### src/rtl/twos_to_signmag_pkg.sv
// Shared definitions for the complement datapath: default word width, timing-pulse
// ring sizing, the one-hot pulse vector type and its idle (T0) value.
package twos_to_signmag_pkg;

  localparam int N_BITS_DEFAULT = 8;

  // One pulse per bit plus the idle/load pulse T0.
  function automatic int pulses_for(input int n_bits);
    return n_bits + 1;
  endfunction

  localparam int PULSES_DEFAULT = pulses_for(N_BITS_DEFAULT);

  typedef logic [PULSES_DEFAULT-1:0] tp_vec_t;

  localparam tp_vec_t TP_T0 = tp_vec_t'(1);

  typedef enum logic [1:0] {
    PH_IDLE,
    PH_RUN,
    PH_BAD
  } phase_e;

endpackage

### src/rtl/twos_to_signmag_timing_pulse_gen.sv
// One-hot timing-pulse ring T0..T(PULSES-1) with advance enable; any non-one-hot
// pattern falls back to T0 on the next edge.
module timing_pulse_gen
  import twos_to_signmag_pkg::*;
#(
  parameter int PULSES = PULSES_DEFAULT
) (
  input  logic              clk,
  input  logic              rst,
  input  logic              advance,
  output logic [PULSES-1:0] tp
);

  localparam logic [PULSES-1:0] T0 = PULSES'(TP_T0);

  logic [PULSES-1:0] tp_next;

  always_comb begin
    tp_next = T0;
    if ($onehot(tp)) begin
      tp_next = advance ? {tp[PULSES-2:0], tp[PULSES-1]} : tp;
    end
  end

  always_ff @(posedge clk or posedge rst) begin
    if (rst) begin
      tp <= T0;
    end else begin
      tp <= tp_next;
    end
  end

endmodule

### src/rtl/twos_to_signmag.sv
// Bit-serial two's-complement to sign-magnitude converter, LSB first, using the
// copy-until-first-one-then-invert rule, sequenced by a one-hot timing-pulse ring.
module twos_to_signmag
  import twos_to_signmag_pkg::*;
#(
  parameter  int N_BITS = N_BITS_DEFAULT,
  localparam int PULSES = N_BITS + 1
) (
  input  logic              clk,
  input  logic              rst,
  input  logic              start,
  input  logic [N_BITS-1:0] din,
  output logic              busy,
  output logic              done,
  output logic              sign,
  output logic [N_BITS-1:0] mag,
  output logic [PULSES-1:0] tp
);

  logic [N_BITS-1:0] shreg;
  logic              seen_one;
  logic              out_bit;
  logic              advance;
  phase_e            phase;

  timing_pulse_gen #(
    .PULSES(PULSES)
  ) u_tpg (
    .clk    (clk),
    .rst    (rst),
    .advance(advance),
    .tp     (tp)
  );

  // A corrupted ring is treated as neither idle nor running until it recovers.
  always_comb begin
    phase = PH_BAD;
    if ($onehot(tp)) begin
      phase = tp[0] ? PH_IDLE : PH_RUN;
    end
  end

  always_comb begin
    advance = 1'b1;
    if (phase == PH_IDLE) begin
      advance = start;
    end
  end

  assign busy = (phase == PH_RUN);

  // Positive words pass straight through; negative words copy bits up to and
  // including the first one, then invert the rest.
  always_comb begin
    out_bit = shreg[0];
    if (sign && seen_one) begin
      out_bit = ~shreg[0];
    end
  end

  always_ff @(posedge clk or posedge rst) begin
    if (rst) begin
      shreg    <= '0;
      seen_one <= 1'b0;
      sign     <= 1'b0;
      mag      <= '0;
      done     <= 1'b0;
    end else begin
      done <= (phase == PH_RUN) && tp[PULSES-1];
      case (phase)
        PH_IDLE: begin
          if (start) begin
            shreg    <= din;
            sign     <= din[N_BITS-1];
            seen_one <= 1'b0;
            mag      <= '0;
          end
        end
        PH_RUN: begin
          mag      <= {out_bit, mag[N_BITS-1:1]};
          shreg    <= {1'b0, shreg[N_BITS-1:1]};
          seen_one <= seen_one | shreg[0];
        end
        default: begin
        end
      endcase
    end
  end

endmodule
### config.mk
export PLATFORM = sky130hd
export DESIGN_NAME = twos_to_signmag
export DESIGN_NICKNAME = d
export VERILOG_FILES = /design/src/rtl/twos_to_signmag_pkg.sv /design/src/rtl/twos_to_signmag_timing_pulse_gen.sv /design/src/rtl/twos_to_signmag.sv
export SDC_FILE = /design/constraint.sdc
export NUM_CORES = 1
export LEC_CHECK = 0
export CAP_MARGIN = 30
export CORE_MARGIN = 3
export CORE_UTILIZATION = 52
export CTS_BUF_LIST = sky130_fd_sc_hd__clkbuf_8 sky130_fd_sc_hd__clkbuf_16
export DETAILED_ROUTE_END_ITERATION = 16
export PLACE_DENSITY = 0.79
export SYNTH_ARGS = -nofsm -noshare
export SYNTH_HDL_FRONTEND = slang
export SYNTH_HIERARCHICAL = 1
export SYNTH_SLANG_ARGS = --single-unit
### constraint.sdc
create_clock -name clk -period 5.95 [get_ports clk]
set_clock_uncertainty 0.15 [all_clocks]
set_input_delay 0.595 -clock clk [delete_from_list [all_inputs] [get_ports clk]]
set_output_delay 0.595 -clock clk [all_outputs]
set_load 0.03 [all_outputs]
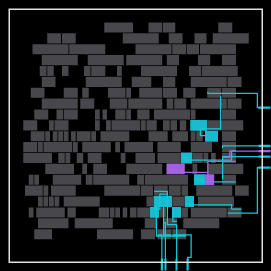
*I/O nets highlighted*
Drawn at 4 px/um.
Key: purple = start [bits 1, direction input, edge right, end cells 3, buffers 1, wire 32.6 um]; cyan = din [bits 8, direction input, edge 4 bottom, 4 right, end cells 9, buffers 8, wire 204 um]
number of top-level pins: 31
number of buffers added on ports: 30

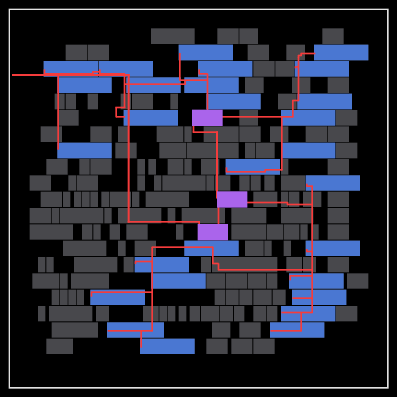
*Routed clock nets over the placement*
Drawn at 6 px/um.
Key: purple = clock drivers [count 3]; red = clock wires [length 319 um]; blue = flip-flops [count 28]
There are 4 routed clock nets.
clock latency on the worst-skew pair: 0.27 ns
part of the total power dissipated in the clock network: 0.114
power in the clock group: 148 uW

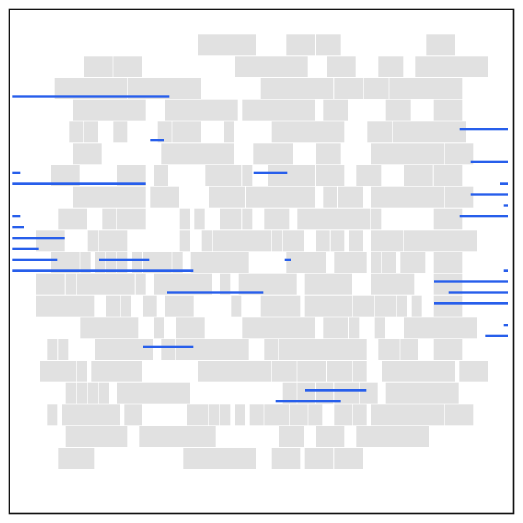
*M3 wires*
Drawn at 8 px/um. Cells faint in the background.
The longest straight run is 22.3 um. The layer carries 169 um of wire. 27 nets have wire on it. The wires run mostly horizontal.

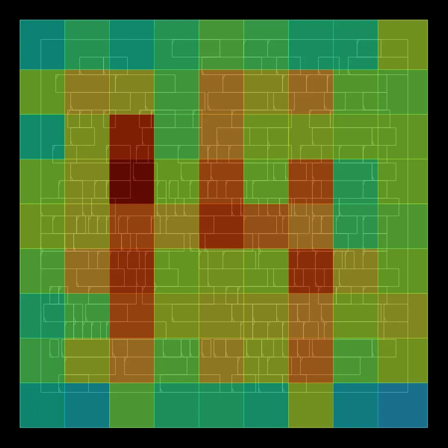
*Track usage over the die*
final design utilization: 0.678
met2 usage in global routing: 0.341
GRT Max-Usage Layer: met2
routed length per placed instance: 15.4 um
met3 layer usage reported by global route: 0.0414

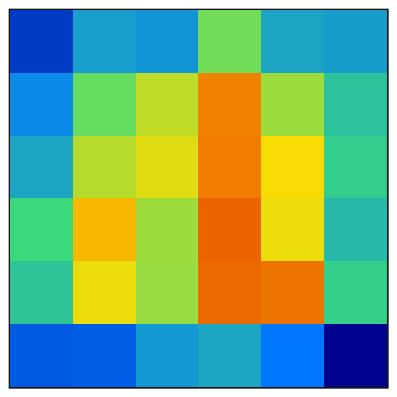
*Placement density heat map*
Drawn at 6 px/um. 6 x 6 tiles, from dark blue (low) to red (high), 0 to 100% covered.
The fullest tile reaches 89%. 2.8% of the tiles are nearly empty. The emptiest ninth of the die: upper left. The densest ninth of the die: center.

==> qor.yml <==
clock_tree:
  cts_post_setup_buffers_inserted: 0
  cts_max_path_buffers: 2
  tritoncts: "done"
  clock_tree.htree_level_count: 1
  clock_sinks: 28
  buffer_type_at_the_clock_tree_root: "clkbuf_8"
flow_run:
  timing.max_cap.violations: 0
pwr:
  max_rail_drop_vdd_v: 0.000393
  total_power_uw: 1300
  power_dens_cells_mw_per_mm2: 623
routing:
  num_vias: 1207
  via_per_inst: 5.36
  drt_first_pass_iters: 4
  dr.first_iter.drc_count: 93
  drc: 0
  ant_nets_after_route: 0
cells_and_area:
  final_instance_area_mm2: 0.00209
  layout_top_cells_excl_fill_tap: "30 x inv_1, 30 x clkdlybuf4s50_1, 27 x dfrtp_1, 10 x nor3_1, 10 x fa_1"
  antenna_cells_inserted: 0
  nets: 207
placement:
  dpl-instance-area_mm2: 0.00202
  final_weighted_congestion_in_routability_driven_placement: 0.786
  dp_hpwl_mm: 2.59
critical_path:
  element_type_at_the_critical_path_end: "output pin"
  cpMaxStageDelayCell: "clkdlybuf4s50_1"
  critical_path.n_buffers_inverters: 4
  crit_fanout: 10
  worst_r2r_startpoint: "u_tpg/tp[0]"
  cpLargestDelayFamily: "adder cells"
  reg2reg_setup_slack_ns: 1.22
  worstSetupStartpointType: "flop"
  worstSetupPathDepth: 12
  crit_chain: "inv_2 -> fa_1 -> fa_1 -> fa_1 -> inv_1 -> fa_1 -> inv_1 -> fa_1 -> nand4b_1 -> o21a_1 -> nor2_4 -> clkdlybuf4s50_1"
timing:
  accumulated_negative_setup_slack_ns: 0
  grt_setup_unrepaired: "no"
  relSlewSlack: 0.524
  final_max_slew_viol_count: 0
  final.min_clock_period_ns: 5.52
  worst_slew_pin_slew_ns: 0.713
  final_setup_violation_count: 0
  fmax_mhz: 181
yosys:
  synth.top_cells.by_area: "dfrtp_1 40%, fa_1 12%, inv_1 6.7%"
  floorplan_nets: 175
  synthDistinctLibCells: 38
  synth.yosys.seq_area_share: 0.418
  synth.ff_latch_count: 28
  postSynthCellCount: 150
  syn_area_per_cell_um2: 11.2
  largest_area_cell: "dfrtp_1"
  yosys-stat-area_mm2: 0.00168
  synth_largest_type_area_fraction: 0.402
floorplan:
  rows: 20
  die_x_um: 62.8
  fp.dieH_um: 62.8
grt:
  grt_pass1_wl_mm: 6.37
  grt_max_degree: 20
  via_count_of_the_first_global_routing_pass: 1288
run_status:
  outcome: "completed"
hold_path:
  worstHoldPathCells: 1
  hold_start: "shreg[7]"
[power breakdown]
part | leakage [uW] | internal, uW | switching [uW] | total [uW]
Sequential | 0.000357 | 261 | 50.2 | 312
Clock | 0.0000357 | 90.0 | 58.3 | 148
Combinational | 0.000563 | 334 | 506 | 840
Total | 0.000956 | 686 | 615 | 1300
[cell usage after synthesis, drive strengths merged]
cell	n
o21ai	8
o21a	1
a211oi	1
nor2	4
o31ai	2
a21o	1
nand3	2
mux2i	8
clkbuf	1
mux2	1
nand2	4
buf	3
nand4b	2
xnor2	1
ha	4
nor3	11
fa	10
a221oi	1
a2bb2oi	5
a22o	9
dfrtp	27
a31oi	1
inv	31
a21oi	4
or3	6
dfstp	1
or2	1
[layout make-up]
cell class	instances	area [um^2]
clock inverter	1	30.0
sequential	28	702
inverter	31	116
timing repair buffer	31	308
clock buffer	3	41.3
fill	266	990
tap	44	55.1
multi-input combinational	87	836
[per-stage QoR]
| stage | utilization | instances | setup WS [ns] |
|---|---|---|---|
| 6_report | 0.678 | 225 | 0.431 |
| 4_1_cts | 0.678 | 225 | 0.408 |
| 3_5_place_dp | 0.655 | 221 | 0.770 |
| 2_1_floorplan | - | 150 | 1.38 |
| 5_1_grt | 0.678 | 225 | 0.232 |
| 3_3_place_gp | 0.655 | 221 | 0.858 |
[flip-flops by register name, summed over array words and instances, names as in the netlist]
register  count
shreg         8
mag           8
seen_one      1
u_tpg/tp      9
done          1
sign          1
[how the worst min path moves through the flow]
stage / to / slack [ns]
2_1_floorplan: u_tpg/tp[1] / 0.27
3_3_place_gp: mag[0] / 0.34
3_5_place_dp: shreg[7] / 0.35
4_1_cts: shreg[7] / 0.37
5_1_grt: shreg[7] / 0.39
6_report: shreg[7] / 0.37
[logic make-up (layout without fill, tap and decap cells)]
logic type               count (synthesis)  count (layout)  share of synthesized area
AND-OR/OR-AND                           33              33                      0.168
XOR/XNOR                                 1               1                    0.00521
adder cells (fa/ha/maj)                 14              14                      0.149
buffers and inverters                   35              66                     0.0849
flip-flops                              28              28                      0.418
multiplexers                             9               9                     0.0544
AND/OR/NAND/NOR                         30              30                      0.121
[per-layer routing]
| metal | share of wire | track usage |
|---|---|---|
| met2 | 0.50 | 0.341 |
| met5 | 0 | 0 |
| met4 | 0.010 | 0.0579 |
| met1 | 0.44 | 0.269 |
| met3 | 0.048 | 0.0414 |
Power figures rest on the tool's default switching activity, not on a simulated workload.
